File: config.mk
export PLATFORM = sky130hd
export DESIGN_NAME = lagarto_fp_mantissa_div
export DESIGN_NICKNAME = d
export VERILOG_FILES = /design/src/rtl/lagarto_fpu_pkg.sv /design/src/rtl/lagarto_fp_div_step.sv /design/src/rtl/lagarto_fp_mantissa_div.sv
export SDC_FILE = /design/constraint.sdc
export NUM_CORES = 1
export LEC_CHECK = 0
export CAP_MARGIN = 25
export CORE_ASPECT_RATIO = 1.5
export CORE_UTILIZATION = 60
export CTS_CLUSTER_SIZE = 24
export DETAILED_ROUTE_END_ITERATION = 7
export MAX_ROUTING_LAYER = met4
export PLACE_DENSITY = 0.87
export SYNTH_ARGS = -nofsm -noshare
export SYNTH_HDL_FRONTEND = slang
export SYNTH_SLANG_ARGS = --single-unit
File: constraint.sdc
create_clock -name clk_i -period 7.15 [get_ports clk_i]
set_input_delay 1.0725 -clock clk_i [delete_from_list [all_inputs] [get_ports clk_i]]
set_output_delay 1.0725 -clock clk_i [all_outputs]
set_load 0.03 [all_outputs]
File: src/rtl/lagarto_fpu_pkg.sv
// Shared FPU definitions used by the mantissa divider.
//   div_state_t    : divider FSM encoding (idle, iterating, result presented)
//   div_iter_count : number of quotient bits produced for a given mantissa width
package lagarto_fpu_pkg;

  typedef enum logic [1:0] {
    DIV_IDLE,
    DIV_BUSY,
    DIV_DONE
  } div_state_t;

  // Integer bit, MANTISSA-1 fraction bits, guard and round.
  function automatic int div_iter_count(input int mantissa);
    return mantissa + 2;
  endfunction

endpackage

File: src/rtl/lagarto_fp_div_step.sv
// One radix-2 restoring division step.
//   rem_i   : current partial remainder (always < 2*b_i)
//   b_i     : divisor mantissa
//   q_bit_o : quotient bit for this step (1 when rem_i >= b_i)
//   rem_o   : next partial remainder, already shifted left by one
module lagarto_fp_div_step #(
  parameter int MANTISSA = 53
) (
  input  logic [MANTISSA:0]   rem_i,
  input  logic [MANTISSA-1:0] b_i,
  output logic                q_bit_o,
  output logic [MANTISSA:0]   rem_o
);

  // One extra bit so the sign of the trial subtraction is visible.
  logic [MANTISSA+1:0] diff;

  // NOTE: combinational outputs are assigned on every path so no latch is inferred.
  always_comb begin
    diff    = {1'b0, rem_i} - {2'b00, b_i};
    q_bit_o = ~diff[MANTISSA+1];
    // The dropped top bit is zero because rem < 2b is invariant.
    rem_o   = q_bit_o ? (diff[MANTISSA:0] << 1) : (rem_i << 1);
  end

endmodule

File: src/rtl/lagarto_fp_mantissa_div.sv
// Iterative radix-2 restoring divider for normalized FP mantissas.
// Produces Q = floor(a * 2^(MANTISSA+1) / b) (MANTISSA+2 bits) and a sticky bit.
//   clk_i, rst_i       : clock, synchronous active-high reset
//   lock_i             : pipeline stall, freezes all state
//   flush_i            : kills the in-flight operation
//   op_valid_i/ready_o : request handshake (accepted when both high)
//   src1_i, src2_i     : dividend a, divisor b
//   result_valid_o     : result presented (one DONE cycle, longer if locked)
//   result_data_o      : quotient Q
//   sticky_o           : final remainder non-zero
//   div_zero_o         : divisor was zero
module lagarto_fp_mantissa_div
  import lagarto_fpu_pkg::*;
#(
  parameter int MANTISSA = 53
) (
  input  logic                clk_i,
  input  logic                rst_i,
  input  logic                lock_i,
  input  logic                flush_i,
  input  logic                op_valid_i,
  output logic                ready_o,
  input  logic [MANTISSA-1:0] src1_i,
  input  logic [MANTISSA-1:0] src2_i,
  output logic                result_valid_o,
  output logic [MANTISSA+1:0] result_data_o,
  output logic                sticky_o,
  output logic                div_zero_o
);

  localparam int ITERS = div_iter_count(MANTISSA);
  localparam int CNT_W = $clog2(ITERS);
  localparam logic [CNT_W-1:0] CNT_INIT = CNT_W'(ITERS - 1);

  div_state_t          state_q;
  logic [MANTISSA-1:0] b_q;
  logic [MANTISSA:0]   rem_q;
  logic [MANTISSA+1:0] q_q;
  logic [CNT_W-1:0]    cnt_q;
  logic                dz_q;

  logic                step_q_bit;
  logic [MANTISSA:0]   step_rem;

  lagarto_fp_div_step #(
    .MANTISSA (MANTISSA)
  ) u_step (
    .rem_i   (rem_q),
    .b_i     (b_q),
    .q_bit_o (step_q_bit),
    .rem_o   (step_rem)
  );

  // NOTE: sequential state uses non-blocking assignments so every register samples pre-edge values.
  always_ff @(posedge clk_i) begin
    if (rst_i || flush_i) begin
      state_q <= DIV_IDLE;
      b_q     <= '0;
      rem_q   <= '0;
      q_q     <= '0;
      cnt_q   <= '0;
      dz_q    <= 1'b0;
    end else if (!lock_i) begin
      case (state_q)
        DIV_IDLE: begin
          if (op_valid_i) begin
            b_q   <= src2_i;
            cnt_q <= CNT_INIT;
            if (src2_i == '0) begin
              // Divide by zero skips iteration: saturated quotient, clean remainder.
              rem_q   <= '0;
              q_q     <= '1;
              dz_q    <= 1'b1;
              state_q <= DIV_DONE;
            end else begin
              rem_q   <= {1'b0, src1_i};
              q_q     <= '0;
              dz_q    <= 1'b0;
              state_q <= DIV_BUSY;
            end
          end
        end
        DIV_BUSY: begin
          q_q   <= {q_q[MANTISSA:0], step_q_bit};
          rem_q <= step_rem;
          // The step at cnt==0 is the last one; the counter never wraps.
          if (cnt_q == '0) begin
            state_q <= DIV_DONE;
          end else begin
            cnt_q <= cnt_q - CNT_W'(1);
          end
        end
        DIV_DONE: state_q <= DIV_IDLE;
        default:  state_q <= DIV_IDLE;
      endcase
    end
  end

  // Outputs are gated to zero outside DONE.
  always_comb begin
    ready_o        = (state_q == DIV_IDLE) && !lock_i;
    result_valid_o = (state_q == DIV_DONE);
    result_data_o  = result_valid_o ? q_q : '0;
    sticky_o       = result_valid_o && (rem_q != '0);
    div_zero_o     = result_valid_o && dz_q;
  end

  // Operands must be normalized unless the divisor is zero.
  assert property (@(posedge clk_i) disable iff (rst_i)
    (op_valid_i && ready_o && !flush_i) |->
      ((src1_i[MANTISSA-1] && src2_i[MANTISSA-1]) || (src2_i == '0)));

endmodule

==> flow_summary.ini, run 1 <==
; flow metrics
[run_status]
status = completed

[final_layout]
seq_share_pct = 24.8
inv_count = 73
buffers_excl_clock = 184
instances_no_fill = 1890
largest_reg_flops = 55
logic_gates = 1178
logic_area_sq_um = 7350
sh_comb_area_pct = 53.4
fill_cells = 1497
drive_gt1_share_pct = 8.49
antenna_cells = 0
final_area_sq_um = 13800
areaGrowthSynthToFinish_pct = 19.6
largestRegisters = q_q x55, rem_q x54, b_q x53
buf_share_pct = 13.2
lay_top_count = nand2_1
clk_share_pct = 4.33
largest_class = logic gates

[setup_path]
r2r_cells = 12
cp.buffers_inverters = 2
crit_type = in2reg
cp-start-kind = input port
startpoint = src2_i[27]
cp_max_fo = 32
worstReg2RegStart = b_q[19]
cp_slowest_cell = nor4_1
cpLargestDelayFamily = simple AND/OR/NAND/NOR gates
r2r_setup_slack_ns = 3.38
crit_path_end_kind = flip-flop
cp_data_required_time_ns = 7.49
endpoint = rem_q[52]

[sta]
worstMarginPinSlew_ns = 1.06
post-route-min-period_ns = 4.07
fin_crit_sh_pct = 56.9
fmax_mhz = 246

[placed_design]
place_congestion = 1.02
place_ws_ns = 2.75
port-buffer-count = 169
place_area_sq_um = 13200

[worst_hold_path]
hp-class = reg2reg

[clock_network]
cts-root-buf = clkbuf_16
clk_pin_slew_ns = 0.07
clock_latency_ns = 0.45
postCtsSetupBuffers = 0
cts_tree = done

[synthesis]
edf_count = 0
syn_avg_cell_area_sq_um = 7.48
synth_compound_gate_area_share_pct = 30.3
yosysCellCount = 1541
synth_seq_share_pct = 29.7
ys_chip_area_sq_um = 11500
ys_sh_adder_pct = 6.15
synth_area_sq_um = 11500
xor_share_pct = 3.50

[global_routing]
grt_usage_pct = 40.0
grt_use_met1_pct = 42.6
busiest_layer = met2
grt-ovfl-total = 0
antenna_found_initial = 0
gr-usage-met2_pct = 66.8
grt_pass1_wl_mm = 59.4

[floorplan]
io_pins = 170
core_area_sq_um = 18700
die_x_um = 115

[detailed_routing]
drc = 0
dr.pass1.iters = 7
via_per_inst = 6.42
==> run 1: worst reg2reg max path, stage by stage (launching register included) <==
cell,delay [ns]
dfxtp_1,0.34
inv_1,0.07
ha_1,0.42
and3_1,0.30
nand3_1,0.23
nor3_1,0.27
o211ai_1,0.22
a31oi_1,0.49
a21oi_1,0.30
o31ai_1,0.42
mux2i_1,0.24
nand4_1,0.12
a32o_1,0.27
==> run 1: worst min path at each step <==
stage,end,from,cells after the start
after global routing,b_q[41],b_q[41],2
final,b_q[40],b_q[40],2
after global placement,dz_q,dz_q,2
after floorplan,dz_q,dz_q,2
after CTS,b_q[41],b_q[41],2
after detailed placement,b_q[42],b_q[42],2
==> run 1: power by group <==
part,total [uW],switching (uW),internal (uW)
registers,991,20.3,970
logic,854,532,322
clock network,955,456,499
total,2800,1010,1790
==> run 1: layer usage <==
metal,wire length (um),vias up
met5,0,-
met4,2710,0
met3,2590,161
met2,18500,604
met1,14400,5708
li1,-,5660
==> run 1: cell usage after synthesis (7+ instances only) <==
cell	number	area share, %
a21o_1	25	1.6
inv_1	73	2.4
buf_6	7	0.68
a211oi_1	15	0.98
xor2_1	19	1.4
a21oi_2	15	1.1
nor2b_1	8	0.43
nor2_1	53	1.7
a31oi_1	64	3.5
o21ai_1	8	0.35
o21a_1	9	0.59
and2_1	59	3.2
o21bai_1	13	0.85
nor4_1	27	1.5
o31ai_1	9	0.59
a211oi_2	17	1.8
nand2_1	275	9.0
xnor2_1	27	2.1
o211ai_1	18	1.2
a31oi_2	11	1.2
nor3_1	14	0.61
a21oi_1	190	8.3
nand4_1	21	1.1
ha_1	55	6.0
dfxtp_1	171	30
clkbuf_1	88	2.9
o31ai_2	17	1.8
nand3_1	75	3.3
o21ai_0	52	2.3
buf_2	16	0.70
Figure 1. Sequential cells coloured by netlist name (run 1).
Other sequential cells in the stronger grey, the rest of the logic in the fainter grey.
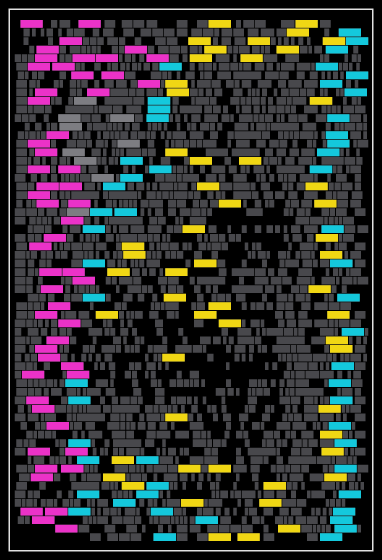
b_q: shown in cyan, sequential cells 53, where spread over the die. q_q: shown in magenta, sequential cells 55, where a vertical strip on the left. rem_q: shown in yellow, sequential cells 54.
Another 9 sequential cells are not coloured.

Figure 2. The metal 1 layer (run 1).
The bar under the picture is 20 um long. Cells faint in the background.
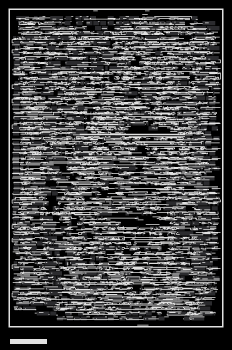
1660 nets have wire on it. The layer holds 38% of the routed length. The wires run mostly horizontal. The longest straight run is 64.9 um. The layer carries 14400 um of wire.
via count: 12100
drt total wl: 38.3 mm

Figure 3. The metal 3 layer (run 1).
The bar under the picture is 20 um long. Cells faint in the background.
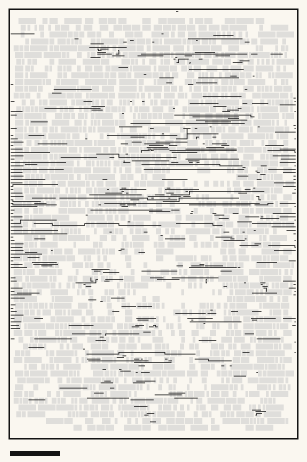
The layer carries 2590 um of wire. The longest straight run is 62.1 um. 251 nets have wire on it.
met3 Use GR: 6.34%

Figure 4. Placed standard cells (run 1).
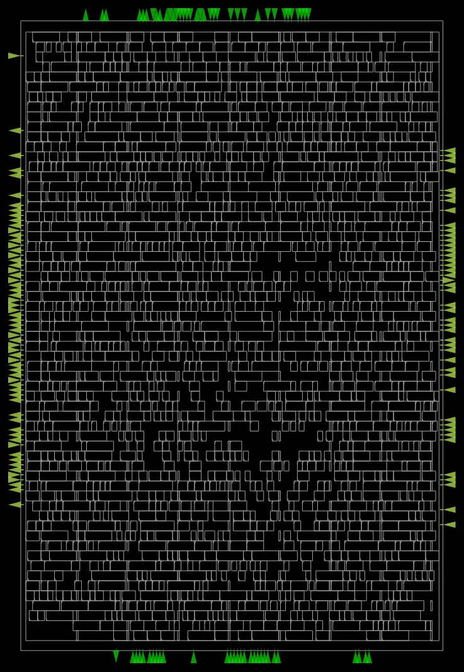

==> inputs of run 2 (changes only) <==
CORE_UTILIZATION = 56   (was 60)
PLACE_DENSITY = 0.82   (was 0.87)
clock period = 3.8 ns   (was 7.15 ns; I/O delays follow)
Figure 5. Placed standard cells (run 2).
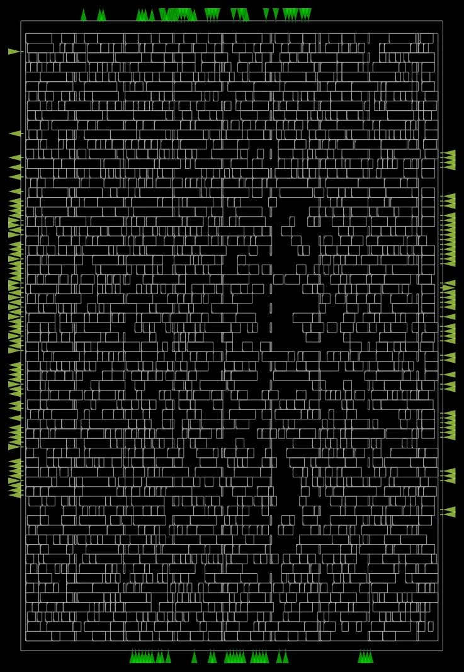
Final Util: 70.3%
Seq area share: 24.4%
Fillers: 1657
Core Region: 19900 sq um
Tap Count: 260

==> run 2 against run 1 <==
- clock power is 92% higher
- total power is 91% higher
- synthesized cell count stayed put
- non-clock buffer count is 25 higher
- setup slack worse by 2.9 ns
- critical path type is now reg2reg
- routed wire length is 3.6% higher
- clock-buffer cell count is 1 higher
- via count is 0.39% lower
- area after synthesis stayed put
==> flow_summary.ini, run 2 <==
; flow metrics
[final_layout]
drive_gt1_share_pct = 9.75
areaGrowthSynthToFinish_pct = 21.6
instances_no_fill = 1922
largestRegisters = q_q x55, rem_q x54, b_q x53
largest_reg_flops = 55
regMostFlops = q_q
antenna_cells = 0
lay_top_count = nand2_1

[setup_path]
cp_max_fo = 15
crit_type = reg2reg
cp_slowest_cell = fa_1
worstPathArrival_ns = 3.94
cp-start-kind = flip-flop
r2r_setup_slack_ns = 0.23
cp_data_required_time_ns = 4.16
worstReg2RegStart = rem_q[0]
crit_path_end_kind = flip-flop
endpoint = rem_q[40]
reg2reg_to = rem_q[40]
r2r_cells = 15
startpoint = rem_q[0]

[run_status]
status = completed

[synthesis]
edf_count = 0
top_area_share_pct = 29.7
synth_seq_share_pct = 29.7
area_leaders = dfxtp_1 (30%), nand2_1 (9.0%), a21oi_1 (8.3%)
yosysWarnings = 0
syn_avg_cell_area_sq_um = 7.48
common_cells = nand2_1 (275), a21oi_1 (190), dfxtp_1 (171)
synth_area_sq_um = 11500
top_cell = nand2_1
yosysCellCount = 1541
top_area_cell = dfxtp_1
ys_chip_area_sq_um = 11500
async_flop_share_pct = 0

[worst_hold_path]
holdCritStartpoint = b_q[45]
hp-class = reg2reg
holdPathEnd = b_q[45]
hold_depth = 2

[sta]
timing.hold.ws_ns = 0.455
worstMarginPinSlew_ns = 0.945
fmax_mhz = 280
skew_ns = 0.0140
slew_headroom_pct = 37.0
layout_setup_ws_ns = 0.225
fin_crit_sh_pct = 94.1
post-route-min-period_ns = 3.57

[pwr]
p_leak_uw = 0.00518
power_density_nw_per_um2 = 382

[clock_network]
cts.sinks = 171
cts_tree = done
clock_latency_ns = 0.45
cts-root-buf = clkbuf_16
clk_pin_slew_ns = 0.07

[placed_design]
place_congestion = 1.01
port-buffer-count = 169
place_ws_ns = 0.286

[floorplan]
die_x_um = 119
io_pins = 170

[detailed_routing]
drc = 0
via_per_inst = 6.29
wl_per_cell_um = 20.6
dr.pass1.iters = 5

[global_routing]
grt_usage_pct = 38.5
grt-ovfl-total = 0
grt_pass1_wl_mm = 61.7
antenna_found_initial = 0
Figure 6. Met2 routing (run 2).
Cells faint in the background.
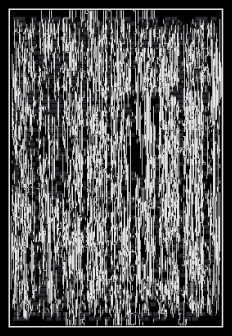
The layer holds 50% of the routed length. 1540 nets have wire on it.
met2 Track Usage GR: 67.2%
via count: 12100
drt total wl: 39.6 mm

-- run 2: cell counts after synthesis --
Identical to the previous run, type by type.
-- run 2: cell type report --
cell class	instances	area, sq um
multi-input combinational	1178	7350
clock inverter	13	156
inverter	73	274
fill	1657	5930
sequential	171	3420
timing repair buffer	209	2040
tap	260	325
clock buffer	18	439
-- run 2: critical path: cells and delay by family (launching register included) --
family	cells	cell delay, ns
and+or+nand+nor	2	0.38
AOI/OAI and AO/OA	8	1.74
adders and majority gates	2	0.58
buffers and inverters	3	0.43
DFF	1	0.35
-- run 2: report_power, final --
group	leakage (uW)	internal, uW	switching, uW
sequential	0.00138	1830	36.5
combinational	0.00349	648	1020
clock	0.000297	1000	823
-- run 2: cells by family after synthesis --
kind of cell	Yosys count	share of synthesized area [%]
AOI/OAI and AO/OA	508	30.3
xor gates and xnor gates	46	3.50
adders and majority gates	56	6.15
buffers and inverters	192	6.93
DFF	171	29.7
muxes	5	0.434
and+or+nand+nor	563	23.0
-- run 2: through the flow --
stage          power (uW)  area [sq um]
2_1_floorplan        3060         11500
3_3_place_gp         3530         13400
3_5_place_dp         3530         13400
4_1_cts              5340         14000
5_1_grt              5560         14000
6_report             5360         14000
-- run 2: layer usage --
metal / share of wire [%] / routed length (um) / vias to the layer above / GRT usage [%]
met5: 0 / 0 / - / -
met4: 5.4 / 2150 / 0 / 22.0
met3: 5.5 / 2200 / 137 / 5.46
met2: 50 / 19800 / 481 / 67.2
met1: 39 / 15500 / 5757 / 41.7
li1: - / - / 5711 / -
-- run 2: timing repair --
| item | 4_1_cts | 5_1_grt |
|---|---|---|
| resized | 0 | 1 |
| buffers inserted | 0 | 0 |
| endpoints found under the setup margin | 0 | 2 |
| hold buffers | 0 | 0 |
Figure 7. The metal 1 layer (run 2).
The bar under the picture is 20 um long. Cells faint in the background.
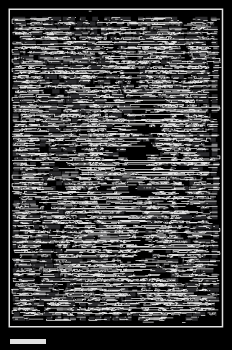

==> inputs of run 3 (changes only) <==
CORE_UTILIZATION = 65   (was 56)
DONT_BUFFER_PORTS = 1   (was unset)
PLACE_DENSITY = 0.81   (was 0.82)
Figure 8. The metal 1 layer (run 3).
The bar under the picture is 20 um long. Cells faint in the background.
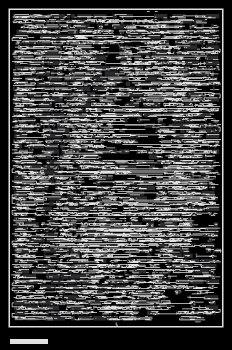
The layer holds 38% of the routed length. The layer carries 14000 um of wire. 1541 nets have wire on it. The longest straight run is 49.2 um.
via count: 11500
met1 GRT Util: 44.7%
drt total wl: 37.2 mm

==> run 3 against run 2 <==
- fmax rose by 0.38%
- synthesized cell count unchanged
- non-clock buffer count fell by 165
- sequential cell count did not move
- global-route usage grew 2.7 points
- worst hold slack worse by 0.21 ns
- critical endpoint is now rem_q[15]
==> flow_summary.ini, run 3 <==
; flow metrics
[pwr]
irDropWorstVdd_mv = 0.285
p_leak_uw = 0.00457
power_density_nw_per_um2 = 427
p_total_uw = 5260

[final_layout]
largestRegisters = q_q x55, rem_q x54, b_q x53
layout.nets = 1652
areaGrowthSynthToFinish_pct = 6.99
lay_top_count = nand2_1
drive_gt1_share_pct = 11.2
regMostFlops = q_q
largest_reg_flops = 55

[worst_hold_path]
holdCritStartpoint = src2_i[35]
hp-class = in2reg

[placed_design]
port-buffer-count = 0
place_congestion = 1.04

[floorplan]
die_x_um = 111
io_pins = 170
core_area_sq_um = 17300
dieArea_sq_um = 18300
die_h_um = 165
fp_util_pct = 66.4

[sta]
post-route-min-period_ns = 3.56
slew_headroom_pct = 44.2
slew_viol_final = 0
skew_ns = 0.0139
fmax_mhz = 281
setup_viol = 0
worstMarginPinSlew_ns = 0.836
fin_crit_sh_pct = 93.7

[clock_network]
postCtsHoldBufs = 0
cts-root-buf = clkbuf_16
clock_latency_ns = 0.45
postCtsSetupBuffers = 0
cts.sinks = 171
clk_pin_slew_ns = 0.08
cts_tree = done
clock_path_buffers = 2
post_cts_resized = 0

[synthesis]
yosysCellCount = 1541
synthesis.instances = 1541
ys_chip_area_sq_um = 11500
synth_area_sq_um = 11500
top_cell = nand2_1
async_flop_share_pct = 0
syn_avg_cell_area_sq_um = 7.48
top_area_cell = dfxtp_1
yosysWarnings = 0
edf_count = 0
synth_seq_share_pct = 29.7
synth_cell_type_count = 77
area_leaders = dfxtp_1 (30%), nand2_1 (9.0%), a21oi_1 (8.3%)
common_cells = nand2_1 (275), a21oi_1 (190), dfxtp_1 (171)
synthesis.nets = 1708
top_area_share_pct = 29.7

[global_routing]
antenna_found_initial = 2
grt_pass1_wl_mm = 57.6
grt_usage_pct = 41.2
grt-ovfl-total = 0
grt_max_degree = 107

[detailed_routing]
via_per_inst = 6.70
wl_per_cell_um = 21.7
drc = 0
initialDrtViolationCount = 1035
dr.pass1.iters = 5

[setup_path]
cp_max_fo = 17
cp_slowest_cell = fa_1
cp.buffers_inverters = 3
worstPathArrival_ns = 3.92
cp-start-kind = flip-flop
cpLargestDelayFamily = AND-OR/OR-AND gates
crit_path_end_kind = flip-flop
crit_type = reg2reg
cpPeakStageDelay_ns = 0.43
cp_data_required_time_ns = 4.16
startpoint = rem_q[0]
worstReg2RegStart = rem_q[0]

[run_status]
status = completed

[run]
warnings = 28
drv_cap = 0
Figure 9. Placed standard cells (run 3).
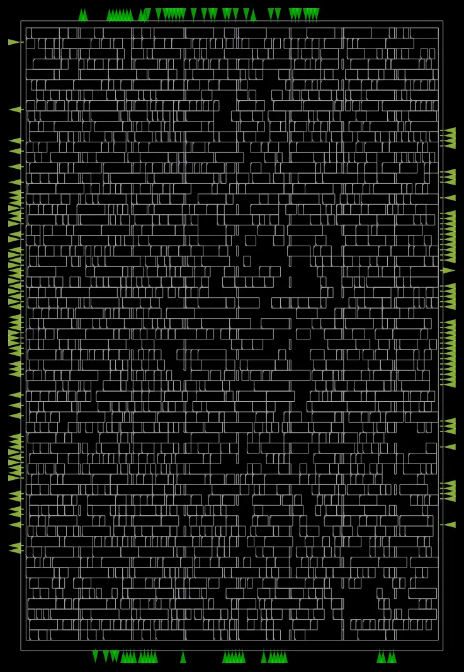
non-filler cells, final: 1715
Final Util: 71.1%
Tap Count: 213
Flops: 171
Seq area share: 27.8%

## run 3: cell counts after synthesis
Identical to the previous run, type by type.
## run 3: final cells by class
cell class	instances	area, sq um
sequential	171	3420
timing repair buffer	44	370
inverter	73	274
fill	1440	5020
clock buffer	17	425
multi-input combinational	1178	7360
tap	213	267
clock inverter	15	193
antenna	4	10.0
## run 3: power by group
group	switching (uW)	internal, uW
sequential	39.6	1830
clock	932	902
combinational	1000	557
total	1980	3280
## run 3: metrics by stage
| step | util (%) | hold WS, ns | instances | instance area (sq um) | setup WS (ns) |
|---|---|---|---|---|---|
| CTS | 70.7 | 0.247 | 1709 | 12300 | 0.170 |
| finish | 71.1 | 0.240 | 1715 | 12300 | 0.239 |
| global placement | 67.0 | 0.438 | 1676 | 11600 | 0.318 |
| detailed placement | 67.1 | 0.448 | 1677 | 11600 | 0.212 |
| global route | 71.1 | 0.243 | 1715 | 12300 | 0.0443 |
| floorplan | - | 0.432 | 1541 | 11500 | 0.883 |
## run 3: layer usage
metal | wire length, um | vias up | GRT usage, %
met5 | 0 | - | -
met4 | 2660 | 0 | 28.2
met3 | 2460 | 145 | 6.93
met2 | 18100 | 517 | 69.4
met1 | 14000 | 5446 | 44.7
li1 | - | 5391 | -
## run 3: cells by family after synthesis
logic type	synth area share [%]
and+or+nand+nor	23.0
AOI/OAI and AO/OA	30.3
buffers and inverters	6.93
DFF	29.7
adders and majority gates	6.15
xor gates and xnor gates	3.50
muxes	0.434
## run 3: final timing paths
kind	to	slack, ns	depth (start not counted)
max	rem_q[15]	0.24	15
min	b_q[35]	0.24	2
max reg2reg	rem_q[15]	0.24	15
min reg2reg	b_q[38]	0.46	2
No activity file was given, so power comes from the tool's default toggle rates.
